### config.mk
export PLATFORM = sky130hd
export DESIGN_NAME = axi_stream_insert_header_mb
export DESIGN_NICKNAME = d
export VERILOG_FILES = /design/src/rtl/axis_pkg.sv /design/src/rtl/axis_byte_packer.sv /design/src/rtl/axi_stream_insert_header_mb.sv
export SDC_FILE = /design/constraint.sdc
export NUM_CORES = 1
export LEC_CHECK = 0
export CORE_MARGIN = 3
export CORE_UTILIZATION = 39
export CTS_BUF_LIST = sky130_fd_sc_hd__clkbuf_16
export DETAILED_ROUTE_END_ITERATION = 6
export PLACE_DENSITY = 0.7
export SLEW_MARGIN = 20
export SYNTH_ARGS = -nofsm -noshare
export SYNTH_HDL_FRONTEND = slang
export SYNTH_SLANG_ARGS = --single-unit
### constraint.sdc
create_clock -name clk -period 14.3 [get_ports clk]
set_input_delay 2.86 -clock clk [delete_from_list [all_inputs] [get_ports clk]]
set_output_delay 2.86 -clock clk [all_outputs]
set_load 0.05 [all_outputs]
### src/rtl/axis_pkg.sv
// Shared types and keep-mask helpers for the multi-beat header inserter.
// Keep masks are passed zero-extended to KEEP_MAX bits together with the
// real byte count nb, so one set of helpers serves every bus width.
package axis_pkg;

    typedef enum logic [1:0] {
        S_HDR   = 2'd0,
        S_DATA  = 2'd1,
        S_FLUSH = 2'd2
    } state_t;

    localparam int KEEP_MAX = 64;
    typedef logic [KEEP_MAX-1:0] keep_max_t;

    // Number of set bits among the low nb bits of keep.
    function automatic int popcount_keep(input keep_max_t keep, input int nb);
        int c;
        c = 0;
        for (int i = 0; i < KEEP_MAX; i++) begin
            if (i < nb && keep[i]) begin
                c++;
            end
        end
        return c;
    endfunction

    // Mask with the top cnt bits of an nb-bit keep set (first cnt bytes).
    function automatic keep_max_t keep_from_cnt(input int cnt, input int nb);
        keep_max_t m;
        m = '0;
        for (int i = 0; i < KEEP_MAX; i++) begin
            if (i < nb && i >= nb - cnt) begin
                m[i] = 1'b1;
            end
        end
        return m;
    endfunction

    // True when the set bits form a contiguous run starting at the MSB (or none).
    function automatic logic keep_is_left_aligned(input keep_max_t keep, input int nb);
        return keep == keep_from_cnt(popcount_keep(keep, nb), nb);
    endfunction

    // True when the set bits form a contiguous run starting at the LSB (or none).
    function automatic logic keep_is_right_aligned(input keep_max_t keep, input int nb);
        keep_max_t m;
        int        cnt;
        m   = '0;
        cnt = popcount_keep(keep, nb);
        for (int i = 0; i < KEEP_MAX; i++) begin
            if (i < cnt) begin
                m[i] = 1'b1;
            end
        end
        return keep == m;
    endfunction

endpackage

### src/rtl/axis_byte_packer.sv
// Combinational byte packer: appends in_cnt valid input bytes after the
// res_cnt residual bytes. emit_data is the first beat-worth of the combined
// stream, rem_data the overflow (left-aligned), total_cnt = res_cnt + in_cnt.
// Bytes past the valid count are always zero in both outputs.
module axis_byte_packer #(
    parameter int DATA_WD     = 32,
    parameter int BYTE_CNT_WD = $clog2(DATA_WD / 8)
) (
    input  logic [DATA_WD-1:0]   res_data,
    input  logic [BYTE_CNT_WD:0] res_cnt,
    input  logic [DATA_WD-1:0]   in_data,
    input  logic [BYTE_CNT_WD:0] in_cnt,
    input  logic                 in_right,
    output logic [DATA_WD-1:0]   emit_data,
    output logic [DATA_WD-1:0]   rem_data,
    output logic [BYTE_CNT_WD:0] total_cnt
);

    localparam int W  = DATA_WD / 8;
    localparam int CW = BYTE_CNT_WD + 1;

    logic [CW-1:0]        lead_cnt;
    logic [DATA_WD-1:0]   aligned;
    logic [DATA_WD-1:0]   masked;
    logic [2*DATA_WD-1:0] combined;

    // Right-aligned input (first header beat) is moved to the MSB end first.
    assign lead_cnt = CW'(W) - in_cnt;
    assign aligned  = in_right ? (in_data << {lead_cnt, 3'b000}) : in_data;

    // Zero every byte lane beyond the valid count.
    genvar gi;
    generate
        for (gi = 0; gi < W; gi++) begin : g_mask
            assign masked[DATA_WD-1-8*gi -: 8] =
                (CW'(gi) < in_cnt) ? aligned[DATA_WD-1-8*gi -: 8] : 8'h00;
        end
    endgenerate

    // Residual occupies the front; new bytes slide in right behind it.
    assign combined  = {res_data, {DATA_WD{1'b0}}}
                     | ({masked, {DATA_WD{1'b0}}} >> {res_cnt, 3'b000});
    assign emit_data = combined[2*DATA_WD-1 -: DATA_WD];
    assign rem_data  = combined[DATA_WD-1:0];
    assign total_cnt = res_cnt + in_cnt;

endmodule

### src/rtl/axi_stream_insert_header_mb.sv
// Prepends a multi-beat header to an AXI-Stream payload frame and repacks
// header and payload bytes into dense MSB-first output beats, adding a flush
// beat when the final residual does not fit into the last payload output.
module axi_stream_insert_header_mb
    import axis_pkg::*;
#(
    parameter int DATA_WD      = 32,
    parameter int DATA_BYTE_WD = DATA_WD / 8,
    parameter int BYTE_CNT_WD  = $clog2(DATA_BYTE_WD)
) (
    input  logic                    clk,
    input  logic                    rst,
    input  logic                    valid_in,
    input  logic [DATA_WD-1:0]      data_in,
    input  logic [DATA_BYTE_WD-1:0] keep_in,
    input  logic                    last_in,
    output logic                    ready_in,
    input  logic                    valid_insert,
    input  logic [DATA_WD-1:0]      data_insert,
    input  logic [DATA_BYTE_WD-1:0] keep_insert,
    input  logic                    last_insert,
    output logic                    ready_insert,
    output logic                    valid_out,
    output logic [DATA_WD-1:0]      data_out,
    output logic [DATA_BYTE_WD-1:0] keep_out,
    output logic                    last_out,
    input  logic                    ready_out,
    output logic                    err_keep
);

    localparam int CW = BYTE_CNT_WD + 1;
    typedef logic [CW-1:0] cnt_t;
    localparam cnt_t W_CNT = cnt_t'(DATA_BYTE_WD);

    state_t                  state_reg, state_next;
    logic [DATA_WD-1:0]      res_data_reg, res_data_next;
    cnt_t                    res_cnt_reg, res_cnt_next;
    logic                    first_hdr_reg, first_hdr_next;
    logic                    err_keep_reg, err_keep_next;
    logic                    valid_out_reg, valid_out_next;
    logic [DATA_WD-1:0]      data_out_reg, data_out_next;
    logic [DATA_BYTE_WD-1:0] keep_out_reg, keep_out_next;
    logic                    last_out_reg, last_out_next;

    logic                    can_load;
    logic                    hdr_fire, pay_fire;
    logic [DATA_WD-1:0]      sel_data;
    logic [DATA_BYTE_WD-1:0] sel_keep;
    keep_max_t               keep_ext;
    logic                    keep_legal;
    cnt_t                    in_cnt;
    logic                    in_right;
    logic [DATA_WD-1:0]      emit_data, rem_data;
    cnt_t                    total_cnt;
    logic                    do_accum;

    assign can_load     = !valid_out_reg || ready_out;
    assign ready_insert = (state_reg == S_HDR) && can_load;
    assign ready_in     = (state_reg == S_DATA) && can_load;
    assign hdr_fire     = valid_insert && ready_insert;
    assign pay_fire     = valid_in && ready_in;

    assign valid_out = valid_out_reg;
    assign data_out  = data_out_reg;
    assign keep_out  = keep_out_reg;
    assign last_out  = last_out_reg;
    assign err_keep  = err_keep_reg;

    // Select the beat for the current state and classify its keep; an illegal
    // keep is treated as a full beat.
    always_comb begin
        sel_data   = (state_reg == S_HDR) ? data_insert : data_in;
        sel_keep   = (state_reg == S_HDR) ? keep_insert : keep_in;
        keep_ext   = keep_max_t'(sel_keep);
        keep_legal = 1'b1;
        if (state_reg == S_HDR) begin
            keep_legal = first_hdr_reg ? keep_is_right_aligned(keep_ext, DATA_BYTE_WD)
                                       : (sel_keep == '1);
        end else if (last_in) begin
            keep_legal = (sel_keep != '0) && keep_is_left_aligned(keep_ext, DATA_BYTE_WD);
        end else begin
            keep_legal = (sel_keep == '1);
        end
        in_cnt   = keep_legal ? cnt_t'(popcount_keep(keep_ext, DATA_BYTE_WD)) : W_CNT;
        in_right = (state_reg == S_HDR) && keep_legal;
    end

    axis_byte_packer #(
        .DATA_WD     (DATA_WD),
        .BYTE_CNT_WD (BYTE_CNT_WD)
    ) u_packer (
        .res_data  (res_data_reg),
        .res_cnt   (res_cnt_reg),
        .in_data   (sel_data),
        .in_cnt    (in_cnt),
        .in_right  (in_right),
        .emit_data (emit_data),
        .rem_data  (rem_data),
        .total_cnt (total_cnt)
    );

    // Next-state, residual and output-register logic.
    always_comb begin
        state_next     = state_reg;
        res_data_next  = res_data_reg;
        res_cnt_next   = res_cnt_reg;
        first_hdr_next = first_hdr_reg;
        err_keep_next  = err_keep_reg;
        valid_out_next = valid_out_reg && !ready_out;
        data_out_next  = data_out_reg;
        keep_out_next  = keep_out_reg;
        last_out_next  = last_out_reg;
        do_accum       = 1'b0;

        if (hdr_fire || pay_fire) begin
            err_keep_next = err_keep_reg | ~keep_legal;
        end

        case (state_reg)
            S_HDR: begin
                if (hdr_fire) begin
                    first_hdr_next = 1'b0;
                    do_accum       = 1'b1;
                    if (last_insert) begin
                        state_next = S_DATA;
                    end
                end
            end
            S_DATA: begin
                if (pay_fire) begin
                    if (!last_in) begin
                        do_accum = 1'b1;
                    end else if (total_cnt <= W_CNT) begin
                        valid_out_next = 1'b1;
                        data_out_next  = emit_data;
                        keep_out_next  = DATA_BYTE_WD'(keep_from_cnt(int'(total_cnt), DATA_BYTE_WD));
                        last_out_next  = 1'b1;
                        res_data_next  = '0;
                        res_cnt_next   = '0;
                        first_hdr_next = 1'b1;
                        state_next     = S_HDR;
                    end else begin
                        valid_out_next = 1'b1;
                        data_out_next  = emit_data;
                        keep_out_next  = '1;
                        last_out_next  = 1'b0;
                        res_data_next  = rem_data;
                        res_cnt_next   = total_cnt - W_CNT;
                        state_next     = S_FLUSH;
                    end
                end
            end
            S_FLUSH: begin
                if (can_load) begin
                    valid_out_next = 1'b1;
                    data_out_next  = res_data_reg;
                    keep_out_next  = DATA_BYTE_WD'(keep_from_cnt(int'(res_cnt_reg), DATA_BYTE_WD));
                    last_out_next  = 1'b1;
                    res_data_next  = '0;
                    res_cnt_next   = '0;
                    first_hdr_next = 1'b1;
                    state_next     = S_HDR;
                end
            end
            default: begin
                state_next     = S_HDR;
                res_data_next  = '0;
                res_cnt_next   = '0;
                first_hdr_next = 1'b1;
            end
        endcase

        // Mid-frame beat: emit a full word once the residual spills over.
        if (do_accum) begin
            if (total_cnt >= W_CNT) begin
                valid_out_next = 1'b1;
                data_out_next  = emit_data;
                keep_out_next  = '1;
                last_out_next  = 1'b0;
                res_data_next  = rem_data;
                res_cnt_next   = total_cnt - W_CNT;
            end else begin
                res_data_next  = emit_data;
                res_cnt_next   = total_cnt;
            end
        end
    end

    // State, residual and output registers.
    always_ff @(posedge clk or posedge rst) begin
        if (rst) begin
            state_reg     <= S_HDR;
            res_data_reg  <= '0;
            res_cnt_reg   <= '0;
            first_hdr_reg <= 1'b1;
            err_keep_reg  <= 1'b0;
            valid_out_reg <= 1'b0;
            data_out_reg  <= '0;
            keep_out_reg  <= '0;
            last_out_reg  <= 1'b0;
        end else begin
            state_reg     <= state_next;
            res_data_reg  <= res_data_next;
            res_cnt_reg   <= res_cnt_next;
            first_hdr_reg <= first_hdr_next;
            err_keep_reg  <= err_keep_next;
            valid_out_reg <= valid_out_next;
            data_out_reg  <= data_out_next;
            keep_out_reg  <= keep_out_next;
            last_out_reg  <= last_out_next;
        end
    end

endmodule

Fig. 1: run 1, cell area per tile
The bar under the picture is 50 microns long. The die is cut into 16 by 16 equal tiles; white is low, dark blue is high, 0 to 100% covered.
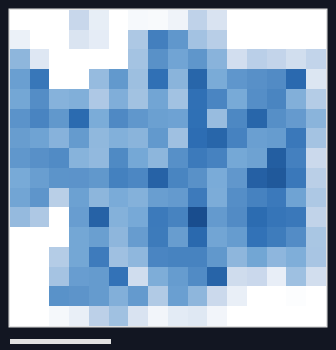
nearly empty tiles: 17%
mean over tiles: 41%
emptiest ninth of the die: top left
tiles over 75% full: 5.9%
fullest tile: 88%

Fig. 2: run 1, supply network
The bar under the picture is 50 microns long. Pins as bars on the die edge. Tap cells in grey.
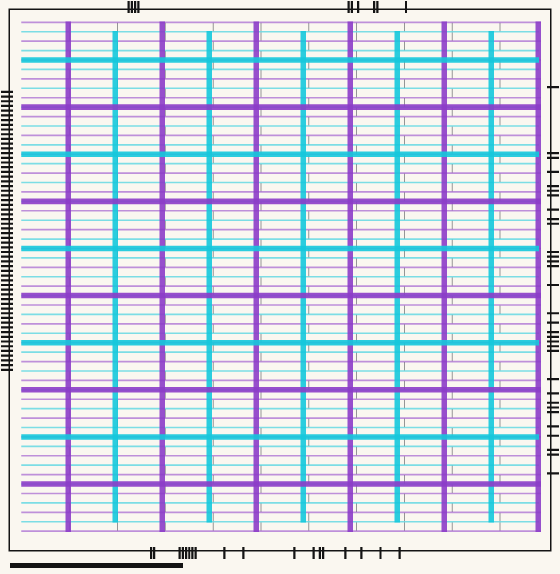
| colour | net |
|---|---|
| cyan | VDD |
| purple | VSS |
met1 rails: 55
tap cells: 280
rows: 54
met5 straps: 10
met4 straps: 11
Die Ht: 156 microns
core area: 22,000 sq um
die x size: 156 microns

==> Slide: Implementation Results, run 1 <==
Physical Implementation Snapshot

Synthesis
  • Post-Synthesis Cell Area: 8760 sq um
  • Post-synthesis cell type count: 92
  • Syn_area_per_cell: 7.25 sq um
  • Biggest combinational cell group after synthesis: AND-OR/OR-AND gates
  • Post-Synth XOR/XNOR Area: 1.40%
  • Yosys Warn Count: 0
  • Mapped Nets: 1,312
  • Main area contributors: dfrtp_1, nand2_1, nor2_1, a21oi_1, o21ai_0
  • Yosys Chip Area: 8760 sq um
  • Post-synth ARST share: 100%
  • Post-synth top flop: dfrtp_1
  • Post-synthesis sequential area ratio: 22.0%
  • Flops after synth: 77
  • Mapped Cells: 1,209

Run
  • OpenROAD warning count: 38
  • Maxcap violations: 0

Layout
  • Non-clk invs: 31
  • Clock-cell share of area: 2.40%
  • Final instance area: 10,300 sq um
  • Logic share of the area: 61.5%
  • Signal buf overhead: 12.9%
  • Bufs w/o clock: 137
  • Ant diodes: 0
  • Syn-to-layout area delta: 17.8%
  • Comb_multi_in: 1,006
  • Clock buffer count in the final layout: 9
  • Nets: 1,365

CTS
  • CTS sink cnt: 77
  • Worst-Skew Late Latency: 0.34 ns
  • CTS clock-pin slew for the worst setup and hold paths: 0.06 ns
  • CTS Buf Count: 9
  • Clock tree buffer depth: 2
  • H-tree lvl count: 3
  • Post-CTS Setup Bufs: 0
  • CTS tree: built
  • Cts hold-fix bufs: 0
  • Clock Tree Root: clkbuf_16
  • # resized after CTS: 0

Critical path
  • Worst EP required: 14.54 ns
  • Critical path fanouts, max: 25
  • Kind of critical path: primary input to register
  • Startpoint types: primary input
  • Critical R2R Capture: res_data_reg[10]$_DFFE_PP0P_
  • CP endpoint: res_data_reg[10]$_DFFE_PP0P_
  • Critical path's slowest cell: nor4_4
  • Worst r2r src: state_reg[1]$_DFFE_PP0P_
  • R2R Setup Slk: 3.52 ns
  • Critical Path Most Common Cell: ha_1

Final timing
  • Final period util: 87.1%
  • Clock Skew: 0.00821 ns
  • Setup violations, final: 0
  • Final hold vios: 0
  • Max Slew Vio Count: 0
  • Hold slack final: 0.471 ns
  • Relative slew margins: 29.0%

Global route
  • Gr busiest metal: met2
  • Largest net degree at the start of global routing: 78
  • M3 GR Usage: 4.19%
  • Total GRT Usage: 26.0%

Drt
  • Met3 WL post-DR: 3.51 mm
  • DRT Pass-1 Iters: 5
  • Via density per instance: 6.52
  • DRC violations left: 0
  • Met1 wire length: 14.2 mm
  • WL/cell: 21.3 microns

Min path
  • Worst hold-check path type: register to register
  • Min-Delay Startpoint: err_keep$_DFFE_PP0P_
  • Worst Hold Depth: 1

Floorplan
  • # Taps: 280

Place
  • PortBufs: 119
  • Placed insts: 1,531

Run status
  • Status: finished clean
Fig. 3: run 1, wires at chosen ports, followed through buffers
The bar under the picture is 50 microns long.
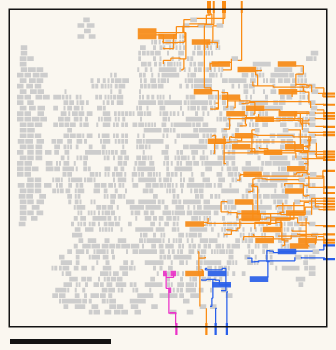
| colour | port | bits | direction | edge | end cells | buffers | wire |
|---|---|---|---|---|---|---|---|
| blue | keep_out | 4 | output | 2 right, 2 bottom | 4 | 4 | 169 microns |
| orange | data_out | 32 | output | 25 right, 6 top, 1 bottom | 32 | 32 | 1,620 microns |
| magenta | valid_insert | 1 | input | bottom | 3 | 1 | 40.0 microns |

## run 1: cells in the final DEF (no fill, tap or decap), types with 17 or more instances in the layout
cell type	instances
clkdlybuf4s50_1	119
a221oi_1	27
buf_4	17
dfrtp_1	76
ha_1	22
a211oi_1	24
inv_1	30
a22oi_1	18
nor3_1	19
mux2i_1	24
nor2_1	136
o21ai_0	81
mux2_2	18
a22o_1	22
nand2_1	190
a21oi_1	96
nand3_1	34
## run 1: critical path, delay by kind of cell
kind	cells	cell delay [ns]
AND-OR/OR-AND	4	1.21
XOR/XNOR	4	1.28
adder cells (fa/ha/maj)	7	2.20
buffers and inverters	3	0.98
multiplexers	1	0.49
AND/OR/NAND/NOR	10	3.65
## Run 2: what changed since run 1
--- a/config.mk
+++ b/config.mk
@@ -9,6 +9,7 @@
 export CORE_UTILIZATION = 39
 export CTS_BUF_LIST = sky130_fd_sc_hd__clkbuf_16
 export DETAILED_ROUTE_END_ITERATION = 6
+export MAX_ROUTING_LAYER = met4
 export PLACE_DENSITY = 0.7
 export SLEW_MARGIN = 20
 export SYNTH_ARGS = -nofsm -noshare
Fig. 4: run 2, supply network
The bar under the picture is 50 microns long. Pins as bars on the die edge. Tap cells in grey.
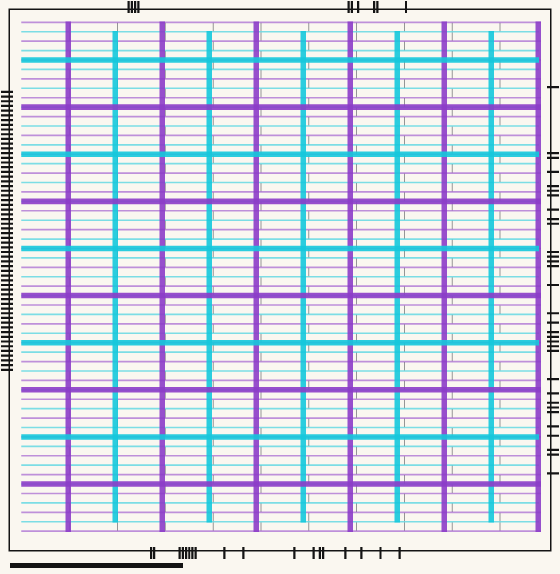
| colour | net |
|---|---|
| cyan | VDD |
| purple | VSS |
tap cells: 280
met4 straps: 11
signal pins: 120
met1 rails: 55
rows: 54

==> Slide: Implementation Results, run 2 <==
Physical Implementation Snapshot

Synthesis
  • Yosys Warn Count: 0 (unchanged)
  • Post-synth ARST share: 100% (unchanged)
  • Syn_area_per_cell: 7.25 sq um (unchanged)
  • Biggest combinational cell group after synthesis: AND-OR/OR-AND gates (unchanged)
  • Post-synthesis sequential area ratio: 22.0% (unchanged)
  • Post-synth top flop: dfrtp_1 (unchanged)
  • Post-Synth XOR/XNOR Area: 1.40% (unchanged)

Critical path
  • Startpoint types: primary input (unchanged)
  • Kind of critical path: primary input to register (unchanged)
  • Critical R2R Capture: res_data_reg[10]$_DFFE_PP0P_ (unchanged)
  • Critical Path Most Common Cell: ha_1 (unchanged)
  • Worst r2r src: state_reg[0]$_DFFE_PP0P_ (was state_reg[1]$_DFFE_PP0P_)
  • Buf/Inv on CP: 2 (was 3)
  • R2R Setup Slk: 3.16 ns (was 3.52 ns)

Layout
  • Ant diodes: 0 (unchanged)
  • Top cell excl fill/tap: nand2_1 (unchanged)
  • Syn-to-layout area delta: 18.5% (was 17.8%)

Final timing
  • Max Slew Vio Count: 0 (unchanged)
  • Final period util: 89.6% (was 87.1%)
  • Hold slack final: 0.466 ns (was 0.471 ns)
  • Relative slew margins: 27.9% (was 29.0%)

CTS
  • Cts hold-fix bufs: 0 (unchanged)
  • CTS clock-pin slew for the worst setup and hold paths: 0.07 ns (was 0.06 ns)
  • Clock tree buffer depth: 2 (unchanged)
  • # resized after CTS: 0 (unchanged)
  • Post-CTS Setup Bufs: 0 (unchanged)
  • Worst-Skew Late Latency: 0.35 ns (was 0.34 ns)

Drt
  • WL/cell: 20.8 microns (was 21.3 microns)
  • DRT Pass-1 Iters: 6 (was 5)
  • Via density per instance: 6.43 (was 6.52)

Min path
  • Worst hold-check path type: register to register (unchanged)
  • Min-Delay Startpoint: err_keep$_DFFE_PP0P_ (unchanged)
  • Worst Hold Depth: 1 (unchanged)

Floorplan
  • Die x size: 156 microns (unchanged)

Run
  • Maxcap violations: 0 (unchanged)

Place
  • PortBufs: 119 (unchanged)

Run status
  • Status: finished clean (unchanged)
## run 2: cell counts after synthesis
Identical to the previous run, type by type.
## run 2: per-layer routing
metal	vias to the layer above	track usage, %	wire length, microns	share of wire, %
met4	0	5.89	558	1.7
met2	655	38.5	14000	44
li1	4656	-	-	-
met3	54	6.30	3730	12
met5	-	-	0	0
met1	4570	37.1	13800	43
## run 2: area by class of cell
type / instances / share of cell area [%]
Clock buffer: 9 / 2.17
Clock inverter: 7 / 0.880
Inverter: 31 / 1.13
Multi-Input combinational cell: 1006 / 61.1
Sequential cell: 77 / 18.6
Tap cell: 280 / 3.38
Timing Repair Buffer: 136 / 12.7
## Run 3: what changed since run 2
--- a/config.mk
+++ b/config.mk
@@ -8,6 +8,7 @@
 export CORE_MARGIN = 3
 export CORE_UTILIZATION = 39
 export CTS_BUF_LIST = sky130_fd_sc_hd__clkbuf_16
+export CTS_CLUSTER_SIZE = 28
 export DETAILED_ROUTE_END_ITERATION = 6
 export MAX_ROUTING_LAYER = met4
 export PLACE_DENSITY = 0.7
Fig. 5: run 3, placed standard cells
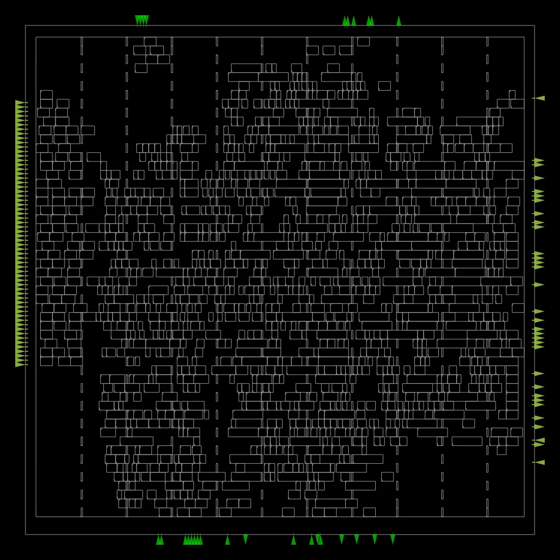
Final Util: 47.3%
row count: 54
Seq/total area: 18.6%

==> Slide: Implementation Results, run 3 <==
Physical Implementation Snapshot

Run status
  • Status: finished clean (unchanged)

Floorplan
  • Die x size: 156 microns (unchanged)
  • Core area: 22,000 sq um (unchanged)

Final timing
  • Final hold vios: 0 (unchanged)
  • Clock Skew: 0.0159 ns (unchanged)
  • Final period util: 89.6% (unchanged)

CTS
  • CTS clock-pin slew for the worst setup and hold paths: 0.07 ns (about the same)
  • Clock Tree Root: clkbuf_16 (unchanged)
  • H-tree lvl count: 3 (unchanged)
  • # resized after CTS: 0 (unchanged)
  • CTS sink cnt: 77 (unchanged)
  • Post-CTS Setup Bufs: 0 (unchanged)

Drt
  • WL/cell: 20.8 microns (unchanged)

Critical path
  • Critical path's top delay family: simple AND/OR/NAND/NOR gates (unchanged)
  • Worst r2r src: state_reg[0]$_DFFE_PP0P_ (unchanged)

Synthesis
  • Post-synth ARST share: 100% (unchanged)
  • Yosys Chip Area: 8760 sq um (unchanged)
  • Flops after synth: 77 (unchanged)
  • Post-synthesis sequential area ratio: 22.0% (unchanged)
  • Post-Synthesis Cell Area: 8760 sq um (unchanged)
  • Post-synthesis cell type count: 92 (unchanged)
  • Main area contributors: dfrtp_1, nand2_1, nor2_1, a21oi_1, o21ai_0 (unchanged)

Layout
  • Top cell excl fill/tap: nand2_1 (unchanged)
  • Bufs w/o clock: 136 (unchanged)
  • Leading cell kind: logic gates (unchanged)
  • Top cells excl fill/tap: nand2_1, nor2_1, clkdlybuf4s50_1 (unchanged)
  • Nets: 1,364 (unchanged)
  • Final instance area: 10,400 sq um (unchanged)
  • Clock buffer count in the final layout: 9 (unchanged)

Global route
  • M3 GR Usage: 6.30% (unchanged)
  • Largest net degree at the start of global routing: 78 (unchanged)
  • Gr busiest metal: met2 (unchanged)
  • Global routing usage on met1: 37.1% (unchanged)
  • Met2 usage: 38.5% (unchanged)

Min path
  • Worst Hold Depth: 1 (unchanged)
==> run 3: cell counts after synthesis <==
Identical to the previous run, type by type.
==> run 3: through the flow <==
stage	setup WS, ns	hold slack, ns	std cells
6_report	1.48	0.466	1546
5_1_grt	0.643	0.474	1546
4_1_cts	1.63	0.470	1546
3_5_place_dp	1.29	0.456	1530
3_3_place_gp	1.59	0.451	1530
2_1_floorplan	4.47	0.472	1209
==> run 3: cell families after synthesis <==
kind of cell,synth area share (%)
AOI/OAI and AO/OA,38.0
and+or+nand+nor,23.1
buffers and inverters,5.81
DFF,22.0
muxes,6.16
adders and majority gates,3.51
xor gates and xnor gates,1.40
other,0.0428
